### src/rtl/mem_pkg.sv
// mem_pkg: shared definitions for the MEM-stage load/store port.
//   - funct3 encodings for the supported access widths
//   - FSM state type of mem_stall_unit
//   - byte-strobe type for the memory request channel
package mem_pkg;

  localparam logic [2:0] F3_LB  = 3'b000;
  localparam logic [2:0] F3_LH  = 3'b001;
  localparam logic [2:0] F3_LW  = 3'b010;
  localparam logic [2:0] F3_LBU = 3'b100;
  localparam logic [2:0] F3_LHU = 3'b101;

  typedef enum logic [1:0] {
    ST_IDLE = 2'd0,
    ST_REQ  = 2'd1,
    ST_WAIT = 2'd2,
    ST_DONE = 2'd3
  } mem_state_e;

  typedef logic [3:0] strb_t;

endpackage

### src/rtl/mem_lane_align.sv
// mem_lane_align: purely combinational byte-lane logic for one access.
// Ports:
//   i_funct3  : access width/sign encoding
//   i_addr_lo : byte offset within the 32-bit word
//   i_wdata   : right-aligned store data
//   i_rdata   : raw read word from memory
//   o_legal   : funct3 supported and address naturally aligned
//   o_strb    : byte strobes for the access width (caller masks for loads)
//   o_wdata   : store data replicated across all lanes
//   o_rdata   : selected byte/half/word, sign- or zero-extended
module mem_lane_align
  import mem_pkg::*;
(
  input  logic [2:0]  i_funct3,
  input  logic [1:0]  i_addr_lo,
  input  logic [31:0] i_wdata,
  input  logic [31:0] i_rdata,
  output logic        o_legal,
  output strb_t       o_strb,
  output logic [31:0] o_wdata,
  output logic [31:0] o_rdata
);

  logic [7:0]  w_byte;
  logic [15:0] w_half;

  assign w_byte = i_rdata[{i_addr_lo, 3'b000} +: 8];
  assign w_half = i_rdata[{i_addr_lo[1], 4'b0000} +: 16];

  always_comb begin
    o_legal = 1'b0;
    o_strb  = '0;
    o_wdata = i_wdata;
    o_rdata = '0;
    case (i_funct3)
      F3_LB, F3_LBU: begin
        o_legal = 1'b1;
        o_strb  = strb_t'(4'b0001 << i_addr_lo);
        o_wdata = {4{i_wdata[7:0]}};
        // funct3[2] distinguishes the unsigned variants
        o_rdata = {{24{w_byte[7] & ~i_funct3[2]}}, w_byte};
      end
      F3_LH, F3_LHU: begin
        o_legal = ~i_addr_lo[0];
        o_strb  = strb_t'(4'b0011 << i_addr_lo);
        o_wdata = {2{i_wdata[15:0]}};
        o_rdata = {{16{w_half[15] & ~i_funct3[2]}}, w_half};
      end
      F3_LW: begin
        o_legal = (i_addr_lo == 2'b00);
        o_strb  = 4'b1111;
        o_wdata = i_wdata;
        o_rdata = i_rdata;
      end
      default: begin
        o_legal = 1'b0;
      end
    endcase
  end

endmodule

### src/rtl/mem_stall_unit.sv
// mem_stall_unit: MEM-stage load/store port for a variable-latency memory.
// Launches each access over a valid/ready request channel, waits for the
// response and holds mem_stall until the access completes.
// Ports:
//   clk, rst_n           : clock, asynchronous active-low reset
//   mem_*_MEM            : access from the EX/MEM register
//   mem_stall            : freeze request to pipeline control
//   mem_done             : one-cycle completion pulse, mem_rdata valid with it
//   mem_misalign         : one-cycle pulse, access rejected (alignment/funct3)
//   mem_timeout          : one-cycle pulse, no response within TIMEOUT_CYCLES
//   req_*                : request channel to the data memory
//   resp_valid/resp_rdata: response channel (also used as write-ack)
module mem_stall_unit
  import mem_pkg::*;
#(
  parameter int unsigned TIMEOUT_CYCLES = 255
) (
  input  logic        clk,
  input  logic        rst_n,
  input  logic        mem_access_MEM,
  input  logic        mem_we_MEM,
  input  logic [2:0]  mem_funct3_MEM,
  input  logic [31:0] mem_addr_MEM,
  input  logic [31:0] mem_wdata_MEM,
  output logic        mem_stall,
  output logic        mem_done,
  output logic [31:0] mem_rdata,
  output logic        mem_misalign,
  output logic        mem_timeout,
  output logic        req_valid,
  input  logic        req_ready,
  output logic        req_we,
  output logic [31:0] req_addr,
  output logic [31:0] req_wdata,
  output strb_t       req_strb,
  input  logic        resp_valid,
  input  logic [31:0] resp_rdata
);

  localparam logic [15:0] TIMEOUT_LIM = 16'(TIMEOUT_CYCLES);

  mem_state_e  r_state;
  mem_state_e  w_state_next;
  logic [15:0] r_cnt;
  logic        r_we;
  logic [2:0]  r_funct3;
  logic [31:0] r_addr;
  logic [31:0] r_wdata;
  logic [31:0] r_rdata;
  logic        r_timeout;
  logic        r_skip_done;

  logic [15:0] w_cnt_inc;
  logic        w_cnt_expired;
  logic [2:0]  w_al_funct3;
  logic [1:0]  w_al_addr_lo;
  logic        w_legal;
  strb_t       w_lane_strb;
  logic [31:0] w_lane_wdata;
  logic [31:0] w_lane_rdata;
  logic        w_start;

  assign w_cnt_inc     = r_cnt + 16'd1;
  assign w_cnt_expired = (w_cnt_inc == TIMEOUT_LIM);

  // In IDLE the legality check must see the live access; afterwards the
  // lane logic works from the latched copy so req_* stay stable.
  assign w_al_funct3  = (r_state == ST_IDLE) ? mem_funct3_MEM    : r_funct3;
  assign w_al_addr_lo = (r_state == ST_IDLE) ? mem_addr_MEM[1:0] : r_addr[1:0];

  // Gate with rst_n so the combinational IDLE outputs are also 0 in reset.
  assign w_start = mem_access_MEM & rst_n;

  mem_lane_align u_align (
    .i_funct3  (w_al_funct3),
    .i_addr_lo (w_al_addr_lo),
    .i_wdata   (r_wdata),
    .i_rdata   (resp_rdata),
    .o_legal   (w_legal),
    .o_strb    (w_lane_strb),
    .o_wdata   (w_lane_wdata),
    .o_rdata   (w_lane_rdata)
  );

  always_comb begin
    w_state_next = r_state;
    mem_stall    = 1'b0;
    mem_done     = 1'b0;
    mem_rdata    = '0;
    mem_misalign = 1'b0;
    mem_timeout  = 1'b0;
    req_valid    = 1'b0;
    req_we       = 1'b0;
    req_addr     = '0;
    req_wdata    = '0;
    req_strb     = '0;
    case (r_state)
      ST_IDLE: begin
        if (w_start) begin
          if (w_legal) begin
            mem_stall    = 1'b1;
            w_state_next = ST_REQ;
          end else begin
            mem_misalign = 1'b1;
            mem_done     = 1'b1;
            w_state_next = ST_DONE;
          end
        end
      end
      ST_REQ: begin
        mem_stall = 1'b1;
        req_valid = 1'b1;
        req_we    = r_we;
        req_addr  = {r_addr[31:2], 2'b00};
        req_wdata = w_lane_wdata;
        req_strb  = r_we ? w_lane_strb : 4'b0000;
        if (req_ready) begin
          w_state_next = ST_WAIT;
        end
      end
      ST_WAIT: begin
        mem_stall = 1'b1;
        if (resp_valid || w_cnt_expired) begin
          w_state_next = ST_DONE;
        end
      end
      ST_DONE: begin
        // A rejected access already reported mem_done in its IDLE cycle.
        mem_done     = ~r_skip_done;
        mem_rdata    = r_rdata;
        mem_timeout  = r_timeout;
        w_state_next = ST_IDLE;
      end
      default: begin
        w_state_next = ST_IDLE;
      end
    endcase
  end

  always_ff @(posedge clk or negedge rst_n) begin
    if (!rst_n) begin
      r_state     <= ST_IDLE;
      r_cnt       <= '0;
      r_we        <= 1'b0;
      r_funct3    <= '0;
      r_addr      <= '0;
      r_wdata     <= '0;
      r_rdata     <= '0;
      r_timeout   <= 1'b0;
      r_skip_done <= 1'b0;
    end else begin
      r_state <= w_state_next;
      case (r_state)
        ST_IDLE: begin
          if (mem_access_MEM) begin
            r_we        <= mem_we_MEM;
            r_funct3    <= mem_funct3_MEM;
            r_addr      <= mem_addr_MEM;
            r_wdata     <= mem_wdata_MEM;
            r_rdata     <= '0;
            r_timeout   <= 1'b0;
            r_skip_done <= ~w_legal;
          end
        end
        ST_REQ: begin
          if (req_ready) begin
            r_cnt <= '0;
          end
        end
        ST_WAIT: begin
          if (resp_valid) begin
            r_rdata <= r_we ? 32'd0 : w_lane_rdata;
          end else begin
            r_cnt <= w_cnt_inc;
            if (w_cnt_expired) begin
              r_timeout <= 1'b1;
            end
          end
        end
        ST_DONE: begin
          r_rdata     <= '0;
          r_timeout   <= 1'b0;
          r_skip_done <= 1'b0;
        end
        default: begin
        end
      endcase
    end
  end

endmodule

### config.mk
export PLATFORM = sky130hd
export DESIGN_NAME = mem_stall_unit
export DESIGN_NICKNAME = d
export VERILOG_FILES = /design/src/rtl/mem_pkg.sv /design/src/rtl/mem_lane_align.sv /design/src/rtl/mem_stall_unit.sv
export SDC_FILE = /design/constraint.sdc
export NUM_CORES = 1
export LEC_CHECK = 0
export CORE_MARGIN = 3
export CORE_UTILIZATION = 50
export CTS_CLUSTER_DIAMETER = 100
export DETAILED_ROUTE_END_ITERATION = 8
export PLACE_DENSITY = 0.85
export SKIP_LAST_GASP = 1
export SLEW_MARGIN = 25
export SYNTH_ARGS = -nofsm -noshare
export SYNTH_HDL_FRONTEND = slang
export SYNTH_SLANG_ARGS = --single-unit
export TNS_END_PERCENT = 1
### constraint.sdc
create_clock -name clk -period 6 [get_ports clk]
set_input_delay 1.5 -clock clk [delete_from_list [all_inputs] [get_ports clk]]
set_output_delay 1.5 -clock clk [all_outputs]
set_load 0.005 [all_outputs]
==> changes_impl.md, run 1 <==
## Flow update

* CP startpoint: mem_funct3_MEM[0]
* Largest area contributor in the netlist: dfrtp_1
* Critical path type: in -> out
* Area Overhead vs Synth at 39.9%
* Synth Area in Compound Gates at 0.162
* Peak supply drop at 314 uV
* N_taps at 176
* Yosys simple share at 0.162
* Vias per cell at 5.89
* Min-Delay Startpoint: r_rdata[5]
* Ys cells at 649
* Reg2Reg Launch Point: r_state[0]
* # Post-CTS Setup Buffers at 0
* Hold Crit Endpoint: r_rdata[5]
* Max power group: combinational cells
* Final hold slack at 0.473 ns
* Non-clock inverter count at 11
* Cell family with most CP delay: buffers and inverters
* Max Fanout on Critical Path at 5
* Routing usage on met1 at 0.328
* Most Crowded Layer GR: met2
* Cell area after layout at 9550 um^2
* Sequential area share after synthesis at 0.440
* Chip Width at 123 um
* Top cells, area: dfrtp_1 (44%), mux2_2 (12%), and2_1 (6.6%)
* Largest regs: r_addr: 32 flops, r_rdata: 32 flops, r_wdata: 32 flops
* Top layer in use: met5
* Max Slew Vio Count at 0
* Grt met2 use at 0.442
* Async set-reset flop share out of synthesis at 1.00
* Synth top cells by count: dfrtp_1 (120), and2_1 (72), mux2_2 (70)
* Synth cell types at 66
* Post-layout util at 0.718
* Initial antenna violation count at 2
* Total power at 0.00443 W
* Setup WS pre-CTS at 0.569 ns
* DIE HEIGHT at 123 um
* Clk buf depth at 2
* Switching power share of the total at 0.369
* Ys flop type: dfrtp_1
* Worst Setup End Kind: output port
* Worst-Margin Slew at 1.03 ns
* RR Endpoint: r_rdata[30]
* CTS tree: yes
* Hold violation total from the final report at 0
* Global-route wire length before repair at 31.2 mm
* Flops & latches, synth at 120
* Clk_skew at 0.00707 ns
* YS chip area at 6830 um^2
* Int Pwr at 0.00279 W
* PD cells at 464 nW/um^2
* XOR Share, Synth at 0.00898
* Largest net degree at the start of global routing at 89
* Max Fclk at 184 MHz
* FF/Latch Area at 3000 um^2
* Most frequent logic cells in the routed design: clkdlybuf4s50_1 (207), dfrtp_1 (120), and2_1 (72), mux2_2 (70), nand2_1 (53)
* CTS buffer count at 17
* DP HPWL at 14.1 mm
* Status: finished clean
* Root Driver: clkbuf_16
* Crit path to: mem_done
* Worst path cell trace: clkdlybuf4s50_1, mux2i_1, or2_2, a21o_1, nor3_1, o21ba_2, clkdlybuf4s50_1
* Ys Warns at 0
* CP arrival at 3.93 ns
* Global route total overflow at 0
* PortBufs at 208
* Slew HR at 0.316
* Clock Power Share at 0.217
* Routability congestion estimate at 0.954
* Met2 WL at 9.98 mm
* Post-route ant nets at 0
* DR DRC count at 0
* P_sw at 0.00163 W
* Worst path depth at 7
* Hold_buf cts at 0
* Mux frac, synth at 0.172
* Cell area after placement at 8970 um^2
* # diodes at 0
* Clock network area share at 0.0592
* First-pass iteration count of the detailed router at 6
* Max Cap Viol at 0
* Routed met3 length at 1.51 mm
* Post-synth EDFFs at 0
* Dominant comb cell: multiplexers
* Yosys adder share at 0.0128
* Startpoint types: input pin
* CP max-delay cell: clkdlybuf4s50_1
* Clk sinks at 120
* CORE AREA at 13300 um^2
Fig. 1: run 1, routed metal, one color a layer
(3 px per um)
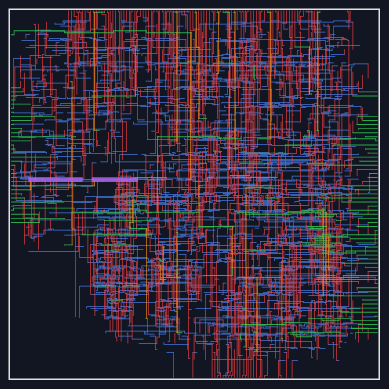
- red: met2 (wire length 9980 um)
- orange: met4 (wire length 773 um)
- purple: met5 (wire length 30.4 um)
- green: met3 (wire length 1510 um)
- blue: met1 (wire length 7790 um)
overall routed net length: 20.1 mm
GRT Util Overall: 0.267
via count: 6032
mean routed wirelength per cell: 19.6 um

Fig. 2: run 1, wires at chosen ports, followed through buffers
(4 px per um)
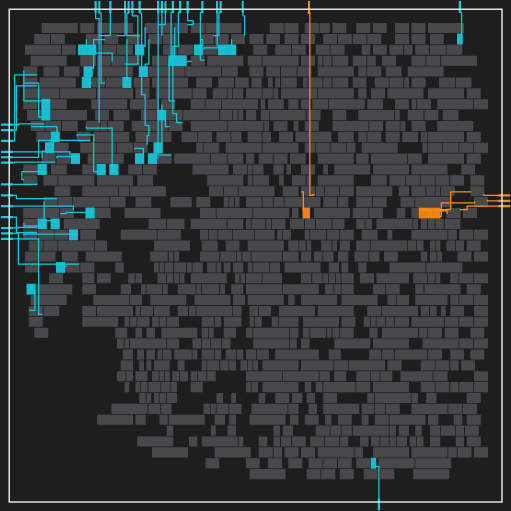
- orange: `req_strb` (bits 4; direction output; edge 3 right, 1 top; end cells 4; buffers 4; wire 108 um)
- cyan: `req_addr` (bits 32; direction output; edge 18 top, 13 left, 1 bottom; end cells 32; buffers 30; wire 712 um)

Fig. 3: run 1, logic cells by family
(3 px per um)
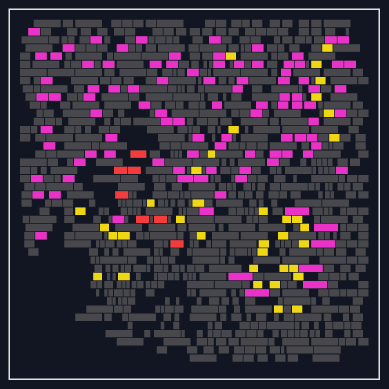
- red: adder and majority cells (cells 7; most used ha_1)
- yellow: AND-OR and OR-AND gates (cells 36; most used a22o_1)
- magenta: multiplexers (cells 99; most used mux2_2)
combinational share of cell area: 0.373
Non-Filler Instances: 1024
most numerous logic cell after layout: clkdlybuf4s50_1

==> run 2: changes to the inputs <==
ABC_CLOCK_PERIOD_IN_PS = 6000   (was default)
Fig. 4: run 2, wires at chosen ports, followed through buffers
(4 px per um)
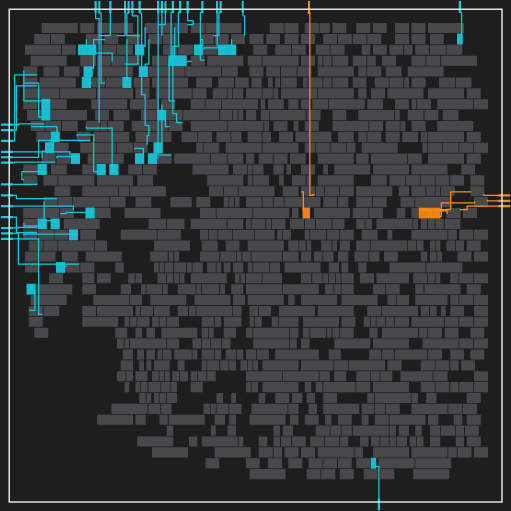
- cyan: `req_addr` (bits 32; direction output; edge 18 top, 13 left, 1 bottom; end cells 32; buffers 30; wire 712 um)
- orange: `req_strb` (bits 4; direction output; edge 3 right, 1 top; end cells 4; buffers 4; wire 108 um)

==> run 2 against run 1 <==
  * Fmax unchanged
  * Area after synthesis stayed put
  * Combinational power about the same
  * Critical path depth unchanged
  * Clock skew is the same
==> changes_impl.md, run 2 <==
## Flow update

* RR Endpoint: r_rdata[30]
* Worst Setup End Kind: output port
* Hold Crit Endpoint: r_rdata[5]
* Most frequent logic cells in the routed design: clkdlybuf4s50_1 (207), dfrtp_1 (120), and2_1 (72), mux2_2 (70), nand2_1 (53)
* Cell area after placement at 8970 um^2
* Max Cap Viol at 0
* Worst Path Buf+Inv at 2
* Worst path cell trace: clkdlybuf4s50_1, mux2i_1, or2_2, a21o_1, nor3_1, o21ba_2, clkdlybuf4s50_1
* Largest net degree at the start of global routing at 89
* Cell family with most CP delay: buffers and inverters
* Via count at 6032
* Dominant comb cell: multiplexers
* Logic power comb at 0.00216 W
* Ys flop type: dfrtp_1
* XOR Share, Synth at 0.00898
* DR DRC count at 0
* Top layer in use: met5
* Synth top cells by count: dfrtp_1 (120), and2_1 (72), mux2_2 (70)
* Peak supply drop at 314 uV
* CP startpoint: mem_funct3_MEM[0]
* PD cells at 464 nW/um^2
* Ys Warns at 0
* PortBufs at 208
* Met2 WL at 9.98 mm
* Flops & latches, synth at 120
* Pre-Place Util at 0.513
* # diodes at 0
* Clk sinks at 120
* Int Pwr at 0.00279 W
* Share of cells above drive strength 1 at 0.169
* GRT Util Overall at 0.267
* Crit path DRT at 4.50 ns
* Vias per cell at 5.89
* Global route total overflow at 0
* Non-clock inverter count at 11
* Routing usage on met1 at 0.328
* CTS tree: yes
* N_taps at 176
* Most numerous logic cell after layout: clkdlybuf4s50_1
* Worst path depth at 7
* Most frequent CP cell: clkdlybuf4s50_1
* FF/Latch Area at 3000 um^2
* Synth cell types at 66
* Reg2Reg Launch Point: r_state[0]
* Max Fanout on Critical Path at 5
* Yosys adder share at 0.0128
* Non-Filler Instances at 1024
* Setup TNS at 0 ns
* Post-synth EDFFs at 0
* Mux frac, synth at 0.172
* Most Crowded Layer GR: met2
* DP HPWL at 14.1 mm
* Yosys simple share at 0.162
* CORE AREA at 13300 um^2
* Met1 Wirelength at 7.79 mm
* Vias in the first global route at 6097
* Max Slew Vio Count at 0
* CP max-delay cell: clkdlybuf4s50_1
* Critical path's largest stage delay at 0.59 ns
* Overall routed net length at 20.1 mm
* Hold violation total from the final report at 0
* Max power group: combinational cells
* Hold_buf cts at 0
* Clock network area share at 0.0592
* Routed met3 length at 1.51 mm
* Routability congestion estimate at 0.954
* Chip area at 15100 um^2
* Switching power share of the total at 0.369
* YS chip area at 6830 um^2
* Sequential area share after synthesis at 0.440
* Global-route wire length before repair at 31.2 mm
* Slew HR at 0.316
* Initial antenna violation count at 2
* Root Driver: clkbuf_16
* Startpoint types: input pin
* Async set-reset flop share out of synthesis at 1.00
* # Post-CTS Setup Buffers at 0
* Setup WS pre-CTS at 0.569 ns
* Chip Width at 123 um
* CP arrival at 3.93 ns
* Crit path to: mem_done
* First-pass iteration count of the detailed router at 6
* Largest area contributor in the netlist: dfrtp_1
* Combinational share of cell area at 0.373
* Clk buf depth at 2
* Synth Area in Compound Gates at 0.162
* Total power at 0.00443 W
* Post-layout util at 0.718
* Setup ws final at 0.567 ns
* Min-Delay Startpoint: r_rdata[5]
* Final hold slack at 0.473 ns
* Ys cells at 649
* Mean routed wirelength per cell at 19.6 um
* Largest regs: r_addr: 32 flops, r_rdata: 32 flops, r_wdata: 32 flops
* Top cells, area: dfrtp_1 (44%), mux2_2 (12%), and2_1 (6.6%)
* Grt met2 use at 0.442
* Critical path type: in -> out
* Clock Power Share at 0.217
* DIE HEIGHT at 123 um
* Area Overhead vs Synth at 39.9%
* Post-route ant nets at 0
* Max Fclk at 184 MHz
* Cell area after layout at 9550 um^2
* Status: finished clean
* P_sw at 0.00163 W
* Worst-Margin Slew at 1.03 ns
Fig. 5: run 2, clock nets
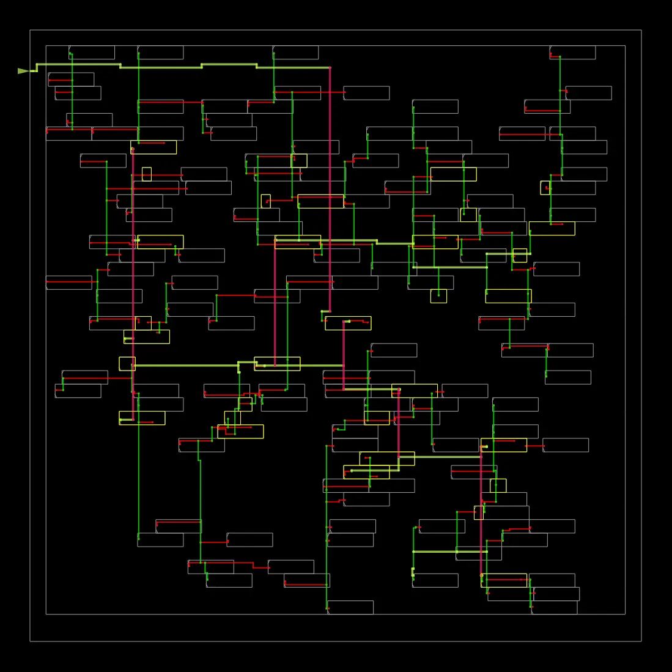
CTS buffer count: 17
Late-Pin Clk Latency: 0.42 ns
clk_skew: 0.00707 ns
seq_cells: 120

No activity file was given, so power comes from the tool's default toggle rates.
